`config.mk`:
```
export PLATFORM = sky130hd
export DESIGN_NAME = bank_sequencer
export DESIGN_NICKNAME = d
export VERILOG_FILES = /design/src/rtl/day3_pkg.sv /design/src/rtl/stream_fifo2.sv /design/src/rtl/bank_sequencer.sv
export SDC_FILE = /design/constraint.sdc
export NUM_CORES = 1
export LEC_CHECK = 0
export CAP_MARGIN = 25
export CORE_UTILIZATION = 30
export CTS_CLUSTER_SIZE = 30
export DETAILED_ROUTE_END_ITERATION = 7
export GPL_TIMING_DRIVEN = 0
export PLACE_DENSITY = 0.49
export RECOVER_POWER = 100
export SYNTH_ARGS = -nofsm -noshare
export SYNTH_HDL_FRONTEND = slang
export SYNTH_SLANG_ARGS = --single-unit
```
`constraint.sdc`:
```
create_clock -name clk -period 2.8 [get_ports clk]
set_clock_uncertainty 0.15 [all_clocks]
set_input_delay 0.56 -clock clk [delete_from_list [all_inputs] [get_ports clk]]
set_output_delay 0.56 -clock clk [all_outputs]
set_load 0.01 [all_outputs]
```
`src/rtl/day3_pkg.sv`:
```
// Shared definitions for the day-3 digit stream: ROM word fields and sequencer states.
package day3_pkg;
    localparam int DIGIT_LSB = 0;
    localparam int DIGIT_W   = 4;
    localparam int LAST_BIT  = 7;
    localparam int FIFO_W    = DIGIT_W + 1;

    localparam logic [DIGIT_W-1:0] MAX_DIGIT = 4'd9;

    typedef enum logic [1:0] {IDLE, RUN, DRAIN, DONE} seq_state_t;
endpackage

```
`src/rtl/stream_fifo2.sv`:
```
// Two-entry valid/ready FIFO with occupancy; write and read together on a full FIFO is legal.
module stream_fifo2 import day3_pkg::*; #(
    parameter int W = FIFO_W
) (
    input  logic         clk,
    input  logic         rst,
    input  logic         wr_valid,
    input  logic [W-1:0] wr_data,
    output logic         rd_valid,
    input  logic         rd_ready,
    output logic [W-1:0] rd_data,
    output logic [1:0]   occupancy
);
    logic [W-1:0] mem [2];
    logic         wr_ptr;
    logic         rd_ptr;
    logic [1:0]   count;
    logic         push;
    logic         pop;

    assign rd_valid  = (count != 2'd0);
    assign rd_data   = mem[rd_ptr];
    assign occupancy = count;
    assign pop       = rd_valid && rd_ready;
    assign push      = wr_valid && ((count != 2'd2) || pop);

    always_ff @(posedge clk) begin
        if (rst) begin
            mem[0] <= '0;
            mem[1] <= '0;
            wr_ptr <= 1'b0;
            rd_ptr <= 1'b0;
            count  <= 2'd0;
        end else begin
            if (push) begin
                mem[wr_ptr] <= wr_data;
                wr_ptr      <= ~wr_ptr;
            end
            if (pop) begin
                rd_ptr <= ~rd_ptr;
            end
            case ({push, pop})
                2'b10:   count <= count + 2'd1;
                2'b01:   count <= count - 2'd1;
                default: count <= count;
            endcase
        end
    end
endmodule

```
`src/rtl/bank_sequencer.sv`:
```
// Streams ROM digits 0..NUM_ENTRIES-1 to the scorer, hiding the ROM read latency behind a 2-entry FIFO.
//   state | meaning
//   IDLE  | reset state, waiting for start
//   RUN   | issuing ROM reads
//   DRAIN | all reads issued, FIFO not yet empty
//   DONE  | pass complete, waiting for start
module bank_sequencer import day3_pkg::*; #(
    parameter int NUM_ENTRIES = 200,
    parameter int ADDR_W      = 8
) (
    input  logic              clk,
    input  logic              rst,
    input  logic              start,
    output logic [ADDR_W-1:0] rom_addr,
    output logic              rom_en,
    input  logic [7:0]        rom_data,
    output logic              out_valid,
    input  logic              out_ready,
    output logic [3:0]        out_digit,
    output logic              out_last,
    output logic              busy,
    output logic              done,
    output logic [15:0]       bank_count,
    output logic              digit_err
);
    seq_state_t        state;
    logic [ADDR_W-1:0] issue_left;
    logic              rd_pend;
    logic [FIFO_W-1:0] fifo_data;
    logic [1:0]        occ;
    logic [2:0]        slots;
    logic              accept;
    logic              last_accept;
    logic              unused_rom_bits;

    stream_fifo2 #(.W(FIFO_W)) u_fifo (
        .clk       (clk),
        .rst       (rst),
        .wr_valid  (rd_pend),
        .wr_data   ({rom_data[LAST_BIT], rom_data[DIGIT_LSB +: DIGIT_W]}),
        .rd_valid  (out_valid),
        .rd_ready  (out_ready),
        .rd_data   (fifo_data),
        .occupancy (occ)
    );

    assign out_last        = fifo_data[DIGIT_W];
    assign out_digit       = fifo_data[DIGIT_W-1:0];
    assign unused_rom_bits = ^rom_data[LAST_BIT-1:DIGIT_LSB+DIGIT_W];
    assign accept          = out_valid && out_ready;

    // A beat accepted this cycle frees its slot, so the read issue can overlap the pop
    // and the stream keeps one beat per cycle with only two storage slots.
    assign slots  = {1'b0, occ} + {2'b0, rd_pend};
    assign rom_en = (state == RUN) && (slots < (3'd2 + {2'b0, accept}));

    assign last_accept = accept && (state == DRAIN) && !rd_pend && (occ == 2'd1);

    always_ff @(posedge clk) begin
        if (rst) begin
            state      <= IDLE;
            rom_addr   <= '0;
            issue_left <= '0;
            rd_pend    <= 1'b0;
            busy       <= 1'b0;
            done       <= 1'b0;
            bank_count <= '0;
            digit_err  <= 1'b0;
        end else begin
            rd_pend <= rom_en;
            if (accept && out_last && (bank_count != 16'hFFFF)) begin
                bank_count <= bank_count + 16'd1;
            end
            if (accept && (out_digit > MAX_DIGIT)) begin
                digit_err <= 1'b1;
            end
            case (state)
                IDLE, DONE: begin
                    if (start) begin
                        state      <= RUN;
                        rom_addr   <= '0;
                        issue_left <= ADDR_W'(NUM_ENTRIES - 1);
                        bank_count <= '0;
                        digit_err  <= 1'b0;
                        busy       <= 1'b1;
                        done       <= 1'b0;
                    end
                end
                RUN: begin
                    if (rom_en) begin
                        rom_addr   <= rom_addr + 1'b1;
                        issue_left <= issue_left - 1'b1;
                        if (issue_left == '0) begin
                            state <= DRAIN;
                        end
                    end
                end
                DRAIN: begin
                    if (last_accept) begin
                        state <= DONE;
                        busy  <= 1'b0;
                        done  <= 1'b1;
                    end
                end
                default: state <= IDLE;
            endcase
        end
    end
endmodule

```
==> run_1/route_heat.png <==
Scale: 3 px per um. 19 x 19 tiles, from dark purple (low) to yellow (high), scaled to the fullest tile. Values are wire area over tile area, all layers added.
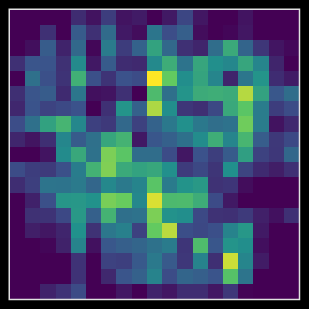
The mean over all tiles is 0.10. 17% of the tiles are over half the peak. The fullest tile reaches 0.39. The emptiest ninth of the die: south-west. 19% of the tiles are nearly empty.
gr usage total: 0.1456
WL/cell: 14.10 um
via count: 2277

==> run_1/layers.png <==
Scale: 4 px per um. Only two layers are drawn.
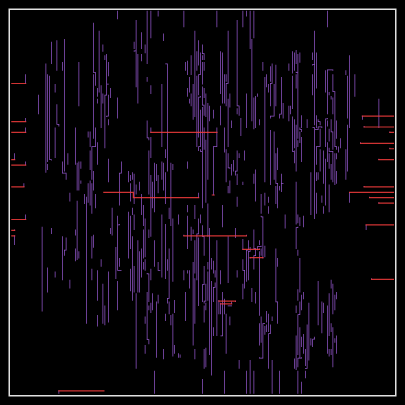
Purple shows M2, wire length 2860 um. Red shows M3, wire length 174 um.

==> run_1/placed.png <==
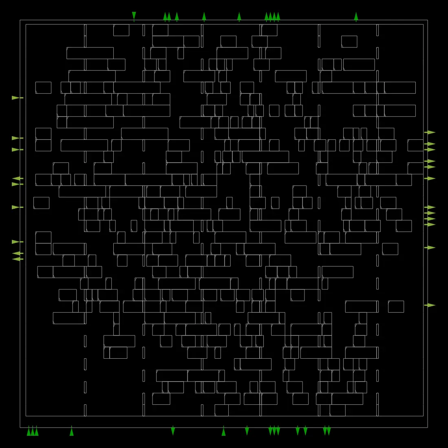
non-filler cells, final: 444
filler cell count: 912
Seq/total area: 0.3465

==> run_1/gates.png <==
Scale: 4 px per um.
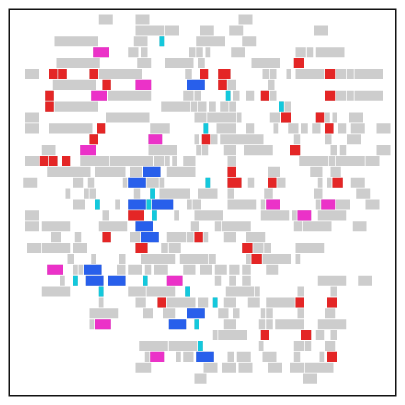
Magenta shows mux cells, cells 12, most used mux2_2. Red shows and/or cells, cells 39, most used or4_1. Blue shows fa/ha/maj cells, cells 13, most used ha_1. Cyan shows inv cells, cells 16, most used inv_1.
most frequent logic cell in the layout: dfxtp_1
Comb area share: 0.4255

==> impl_metrics.ini, run 1 <==
; implementation run metrics
[min_path]
worstHoldStart = digit_err
hold_end = digit_err
hold_depth = 2
holdCritPathClass = register to register

[clock_network]
ctsHtreeMaxLevel = 2
clock-sinks = 53
clk-insertion-delay-late_ns = 0.31
cts.path.max_buffers = 2
cts_root_buf = clkbuf_8
postCtsResizedCells = 6
cts_setup_buffers = 1
cts_tree = built
cts_hold_buf = 0

[final_timing]
whs_ns = 0.3005
tightest_slew_ns = 1.174
fmax_mhz = 368.5
post-route-min-period_ns = 2.714
fin_tns_setup_ns = 0
setup_violations = 0
timing.final.crit_share = 0.9692
slew_violations = 0
rsz0062_at_grt = no
setup_ws_ns = 0.08621
relSlewSlack = 0.2099

[global_routing]
use_met1 = 0.1971
met2_usage = 0.2364
gr-total-overflow = 0
grt.busiest_layer = met2
grt_pass1_wl_mm = 10.42
grt_pass1_vias = 2197
grt_max_degree = 17
antenna_found_initial = 0
met3_usage = 0.02370

[cells_and_area]
buffer_area_frac = 0.1367
syn_to_final_growth_pct = 26.07
logic_area_um2 = 1429
antenna_cells = 0
inv_count = 16
postLayoutCoreUtil = 0.3870
largest_class = combinational gates
comb_cells = 209
layout.nets = 360
buffers = 50
seqCellArea_um2 = 1164
top_regs = bank_count: 16 flops, u_fifo.mem: 10 flops
most-common-layout-cells = 41 x dfxtp_1, 34 x dlygate4sd3_1, 25 x a21oi_1, 17 x nor2_1
clock_area_frac = 0.03316
stdcell_area_um2 = 3358
top_register = bank_count
numSequentialCells = 53
clock_buffers = 6
drive_gt1_frac = 0.08036

[worst_setup_path]
reg2reg_from = state[0]
cp.required_ns = 2.09
worstPathArrival_ns = 2.00
r2r_setup_slack_ns = 0.20
ff2ff_path_depth = 8
cp-endpoint = rom_en
crit_path_max_incr_delay_ns = 0.51
cp_cell_sequence = ha_1 -> or3b_2 -> a211oi_2 -> clkdlybuf4s15_2
end_kind = output pin
cp_slowest_cell = or3b_2
worstSetupPathType = register to output pin
cp-start-kind = register
r2r-end = rom_addr[3]
worst-path-stages = 4
cp_top_family = simple AND/OR/NAND/NOR gates

[power]
clockPowerShare = 0.208
seqPwrFrac = 0.395
powerClk_w = 0.000537
ir_drop_uv = 295.2
p_switching_w = 0.0009568
p_sw_frac = 0.3701
top_power_group = combinational logic
p_seq_w = 0.00102
power_density_nw_per_um2 = 769.9
comb_power_share = 0.397
comb-power_w = 0.00103
power.total_w = 0.002586
p_int_w = 0.001629

[placement]
place_inst = 434
dpl.hpwl_mm = 4.535
place_ws_ns = -0.5467
post_dp_cell_area_um2 = 3219
port_buffers = 42
gp_congestion = 0.7349

[synthesis]
synthCells = 284
synth_seq_share = 0.4359
synthMuxAreaShare = 0.04838
syn_area_um2 = 2664
edf_count = 10
syn_nets = 309
ys_chip_area_um2 = 2664
synthFlopType = dfxtp_1
synth-compound-area-share = 0.1522
top_area_cell = dfxtp_1
syn_avg_cell_area_um2 = 9.380
top_logic_kind = simple AND/OR/NAND/NOR gates
ys_sh_xor = 0.02959
area_leaders = dfxtp_1 32%, edfxtp_1 11%, ha_1 6.1%, a21oi_1 4.7%, or4_1 3.1%
most_common_cell = dfxtp_1
ys_async_sr_fraction = 0
yosysCellCount = 284
synth_cell_types = 51
synth.yosys.warnings = 0
synth_top_area_share = 0.3232
common_cells = 43 x dfxtp_1, 25 x a21oi_1, 17 x nor2_1, 15 x inv_1, 15 x nand2_1

[detailed_routing]
viasPerCell = 5.128
wl_met3_um = 173
wl_met1_mm = 3.170
dr.pass1.iters = 4
drt_iter0_markers = 74
detail-route-antenna-nets = 0
met2_length_mm = 2.858
routed.top_layer = met4
wl_mm = 6.262

[flow_run]
tool_warnings = 34
cap_violations = 0

[floorplanning]
die_h_um = 96.23
tapcell.inserted = 108
chipArea_um2 = 9260
die_w_um = 96.23
fp-utilization = 0.3069
ios = 46

[status]
status = finished clean
## Run 2: what changed since run 1
CORE_UTILIZATION = 53   (was 30)
PLACE_DENSITY = 0.79   (was 0.49)
==> run_2/gates.png <==
Scale: 4 px per um.
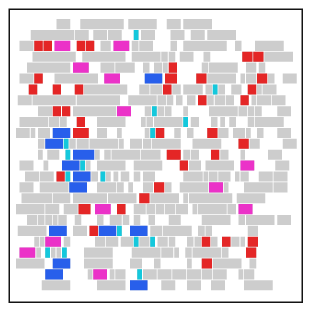
Red shows and/or cells, cells 39, most used or4_1, where all over the die. Cyan shows inv cells, cells 16, most used inv_1. Blue shows fa/ha/maj cells, cells 13, most used ha_1. Magenta shows mux cells, cells 12, most used mux2_2, where all over the die.
non-filler cells, final: 401
Comb area share: 0.4314

==> run_2/placed.png <==
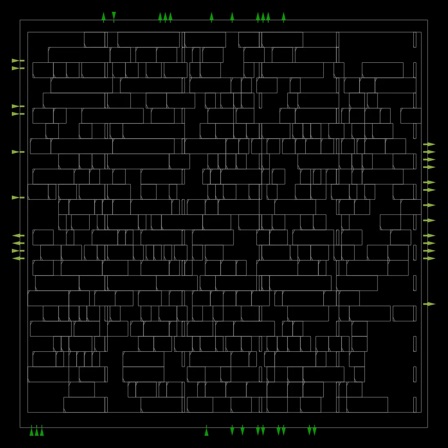
Util after Layout: 0.6920
flip-flops: 53
filler cell count: 384
Tapcell Cnt: 67
core area: 4786 um2

==> impl_metrics.ini, run 2 <==
; implementation run metrics
[final_timing]
fin_tns_setup_ns = 0
rsz0062_at_grt = no
post-route-min-period_ns = 2.734
fmax_mhz = 365.8
setup_ws_ns = 0.06611
whs_ns = 0.2982
slew_violations = 0
relSlewSlack = 0.1724
setup_violations = 0
timing.final.crit_share = 0.9764
tightest_slew_ns = 1.230

[worst_setup_path]
crit_start = u_fifo.occupancy[1]
worstPathArrival_ns = 2.02
cp_slowest_cell = or3b_2
cp.required_ns = 2.09
path_buffers = 2
crit_path_max_incr_delay_ns = 0.48
r2r_setup_slack_ns = 0.21
worstSetupPathType = register to output pin
cp_cell_sequence = inv_1 -> ha_2 -> or3b_2 -> a211oi_2 -> clkdlybuf4s15_1
cp-start-kind = register
ff2ff_path_depth = 7
end_kind = output pin
cp_top_family = simple AND/OR/NAND/NOR gates
worst-path-stages = 5
reg2reg_from = u_fifo.occupancy[1]
cp-endpoint = rom_en
r2r-end = u_fifo.mem[1][2]

[placement]
port_buffers = 42
place_inst = 393
place_ws_ns = -0.4020
dpl.hpwl_mm = 3.989
post_dp_cell_area_um2 = 3168
gp_congestion = 0.8221

[detailed_routing]
wl_met1_mm = 2.607
met2_length_mm = 2.579
detail-route-antenna-nets = 0
routed.top_layer = met4
num_vias = 2339
wl_mm = 5.458
wl_per_cell_um = 13.61
dr.pass1.iters = 4
drt_iter0_markers = 114
wl_met3_um = 214
viasPerCell = 5.833

[power]
top_power_group = sequential cells
p_seq_w = 0.00102
seqPwrFrac = 0.393
comb_power_share = 0.376
p_int_w = 0.001688
p_sw_frac = 0.3511
p_switching_w = 0.0009132
power.total_w = 0.002601
p_leak_nw = 1.259
ir_drop_uv = 615.6
power_density_nw_per_um2 = 785.4
powerClk_w = 0.000601
comb-power_w = 0.000978
clockPowerShare = 0.231

[cells_and_area]
syn_to_final_growth_pct = 24.33
drive_gt1_frac = 0.06587
layout_top_cell = dfxtp_1
inv_count = 16
seq_share = 0.3510
largest_class = combinational gates
clock_buffers = 5
antenna_cells = 0
clock_area_frac = 0.04042
layout.nets = 358
stdcell_area_um2 = 3312
logic_area_um2 = 1429
top_register = bank_count
buffers = 48
buffer_area_frac = 0.1337
seqCellArea_um2 = 1162
most-common-layout-cells = 42 x dfxtp_1, 34 x dlygate4sd3_1, 25 x a21oi_1, 17 x nor2_1, 16 x inv_1
comb_cells = 209
top_regs = bank_count: 16 flops, u_fifo.mem: 10 flops

[clock_network]
ctsHtreeMaxLevel = 2
postCtsResizedCells = 5
clock-sinks = 53
cts_tree = built
cts_root_buf = clkbuf_8
cts_setup_buffers = 0
clk-insertion-delay-late_ns = 0.30
cts.path.max_buffers = 2
cts_hold_buf = 0

[synthesis]
syn_avg_cell_area_um2 = 9.380
ys_sh_xor = 0.02959
edf_count = 10
common_cells = 43 x dfxtp_1, 25 x a21oi_1, 17 x nor2_1, 15 x inv_1, 15 x nand2_1
synth_top_area_share = 0.3232
top_logic_kind = simple AND/OR/NAND/NOR gates
most_common_cell = dfxtp_1
top_area_cell = dfxtp_1
synth_cell_types = 51
synthFlopType = dfxtp_1
synthMuxAreaShare = 0.04838
synth_seq_share = 0.4359
area_leaders = dfxtp_1 32%, edfxtp_1 11%, ha_1 6.1%, a21oi_1 4.7%, or4_1 3.1%
yosysCellCount = 284
ys_chip_area_um2 = 2664
synthCells = 284
syn_nets = 309
ys_async_sr_fraction = 0
synth-compound-area-share = 0.1522
syn_area_um2 = 2664
synth.yosys.warnings = 0

[floorplanning]
rows = 25
chipArea_um2 = 5314
fp-utilization = 0.5566
die_w_um = 72.90
die_h_um = 72.90
ios = 46

[global_routing]
grt_max_degree = 17
gr-total-overflow = 0
met3_usage = 0.04144
grt_pass1_wl_mm = 9.073
met2_usage = 0.3614
use_met1 = 0.2841
grtUsageTotal = 0.2184
grt_pass1_vias = 2088
grt.busiest_layer = met2
antenna_found_initial = 0

[flow_run]
cap_violations = 0
tool_warnings = 34

[min_path]
worstHoldStart = digit_err
hold_depth = 2
holdCritPathClass = register to register
hold_end = digit_err

[status]
status = finished clean
## Run 3: what changed since run 2
CORE_UTILIZATION = 35   (was 53)
CTS_CLUSTER_DIAMETER = 150   (was not set)
PLACE_DENSITY = 0.56   (was 0.79)
SKIP_LAST_GASP = 1   (was not set)
==> run_3/layers.png <==
Scale: 4 px per um. Only two layers are drawn.
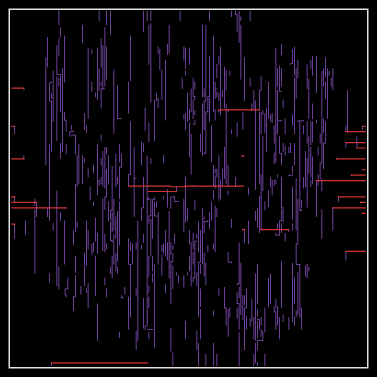
Red shows M3, wire length 163 um. Purple shows M2, wire length 2700 um.
WL final: 5.831 mm
via count: 2258
WL/cell: 13.47 um
gr usage total: 0.1571

==> run_3/gates.png <==
Scale: 4 px per um.
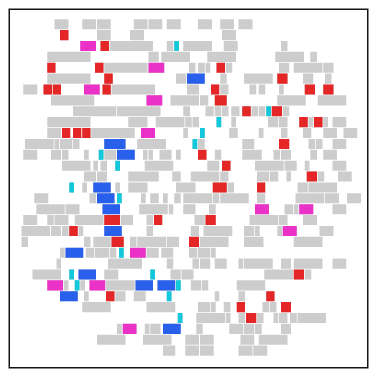
Blue shows fa/ha/maj cells, cells 13, most used ha_1. Cyan shows inv cells, cells 16, most used inv_1. Magenta shows mux cells, cells 12, most used mux2_2. Red shows and/or cells, cells 39, most used or4_1, where all over the die.
Comb area share: 0.4321
non-filler cells, final: 433

==> impl_metrics.ini, run 3 <==
; implementation run metrics
[power]
p_int_w = 0.001512
ir_drop_uv = 363.7
p_sw_frac = 0.3837
p_leak_nw = 1.232
top_power_group = sequential cells
power.total_w = 0.002454
comb_power_share = 0.400
p_seq_w = 0.00102
power_density_nw_per_um2 = 741.9
powerClk_w = 0.000454
seqPwrFrac = 0.416
comb-power_w = 0.000980
clockPowerShare = 0.185

[cells_and_area]
most-common-layout-cells = 42 x dfxtp_1, 34 x dlygate4sd3_1, 25 x a21oi_1, 17 x nor2_1
postLayoutCoreUtil = 0.4535
stdcell_area_um2 = 3307
largest_class = combinational gates
top_register = bank_count
numSequentialCells = 53
layout_top_cell = dfxtp_1
layout.nets = 358
clock_buffers = 5
seqCellArea_um2 = 1162
antenna_cells = 0
drive_gt1_frac = 0.07485
nFillCells = 762
comb_cells = 209
inv_count = 16
clock_area_frac = 0.02838
top_regs = bank_count: 16 flops, u_fifo.mem: 10 flops
buffers = 48
syn_to_final_growth_pct = 24.14

[global_routing]
gr-total-overflow = 0
grt_pass1_vias = 2046
met2_usage = 0.2519
grt_pass1_wl_mm = 9.680
met3_usage = 0.02678
antenna_found_initial = 0
use_met1 = 0.2171
grt.busiest_layer = met2

[synthesis]
ys_sh_xor = 0.02959
top_area_cell = dfxtp_1
synth-compound-area-share = 0.1522
syn_nets = 309
ys_async_sr_fraction = 0
synthCells = 284
synthMuxAreaShare = 0.04838
synthFlopType = dfxtp_1
most_common_cell = dfxtp_1
ys_chip_area_um2 = 2664
yosysCellCount = 284
synth_seq_share = 0.4359
synth.yosys.warnings = 0
top_logic_kind = simple AND/OR/NAND/NOR gates

[floorplanning]
chipArea_um2 = 7964
tapcell.inserted = 99
ios = 46
die_w_um = 89.24
rows = 31

[clock_network]
clk-insertion-delay-late_ns = 0.31
postCtsResizedCells = 5
cts_root_buf = clkbuf_8
ctsHtreeMaxLevel = 2
cts_setup_buffers = 0
cts_tree = built
clock-sinks = 53
cts_hold_buf = 0

[worst_setup_path]
r2r-end = u_fifo.mem[1][1]
cp_cell_sequence = ha_1 -> or3b_2 -> a211oi_2 -> clkbuf_2
cp_top_family = simple AND/OR/NAND/NOR gates
cp-endpoint = rom_en
crit_start = u_fifo.occupancy[0]
path_buffers = 1
cp_slowest_cell = or3b_2
worstSetupPathType = register to output pin
ff2ff_path_depth = 7
r2r_setup_slack_ns = 0.23
end_kind = output pin
cp.required_ns = 2.09

[detailed_routing]
detail-route-antenna-nets = 0
dr.pass1.iters = 4
routed.top_layer = met4
drt_iter0_markers = 89

[min_path]
hold_end = digit_err
holdCritPathClass = register to register
hold_depth = 2

[final_timing]
whs_ns = 0.3056
timing.final.crit_share = 0.9523
relSlewSlack = 0.2011
tightest_slew_ns = 1.187
slew_violations = 0
setup_violations = 0
fin_tns_setup_ns = 0
rsz0062_at_grt = no

[flow_run]
cap_violations = 0
tool_warnings = 34

[status]
status = finished clean

[placement]
post_dp_cell_area_um2 = 3208
dpl.hpwl_mm = 4.345
place_inst = 425
gp_congestion = 0.7507

==> layout pictures side by side <==
A small window of the routed layout.
(a)
Window x 21 to 51, y 21 to 51 um. Cells in grey, sequential cells in the stronger grey; small squares are vias.
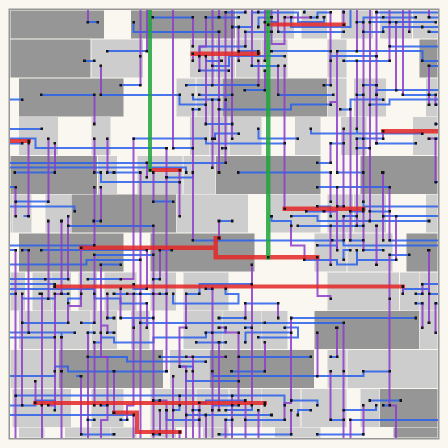
(b)
Window x 33 to 63, y 33 to 63 um. Cells in grey, sequential cells in the stronger grey; small squares are vias.
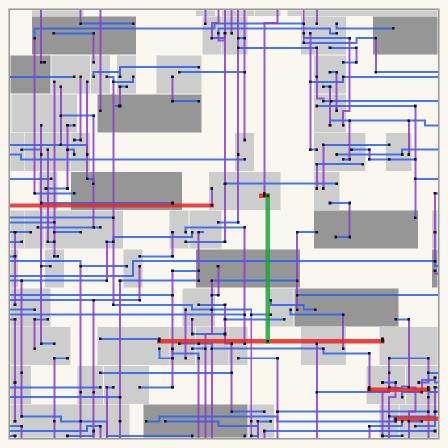
(c)
Window x 30 to 60, y 30 to 60 um. Cells in grey, sequential cells in the stronger grey; small squares are vias.
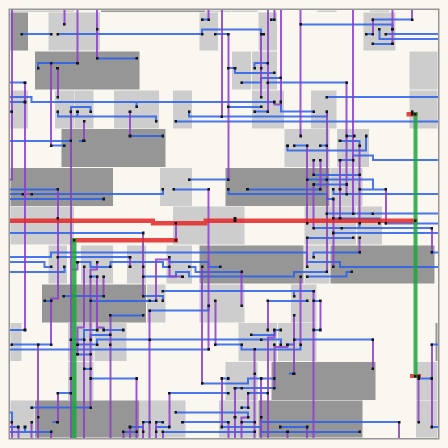
- (a) = run 2
- (c) = run 3
- (b) = run 1

Key to (b):
Red shows M3. Green shows M4. Purple shows M2. Blue shows M1.
Most frequent: dfxtp_1 (7). Netlist names of flops here include issue_left (3), bank_count (2). 50 logic cells have their middle in the window. Sequential cells in the window: 8.

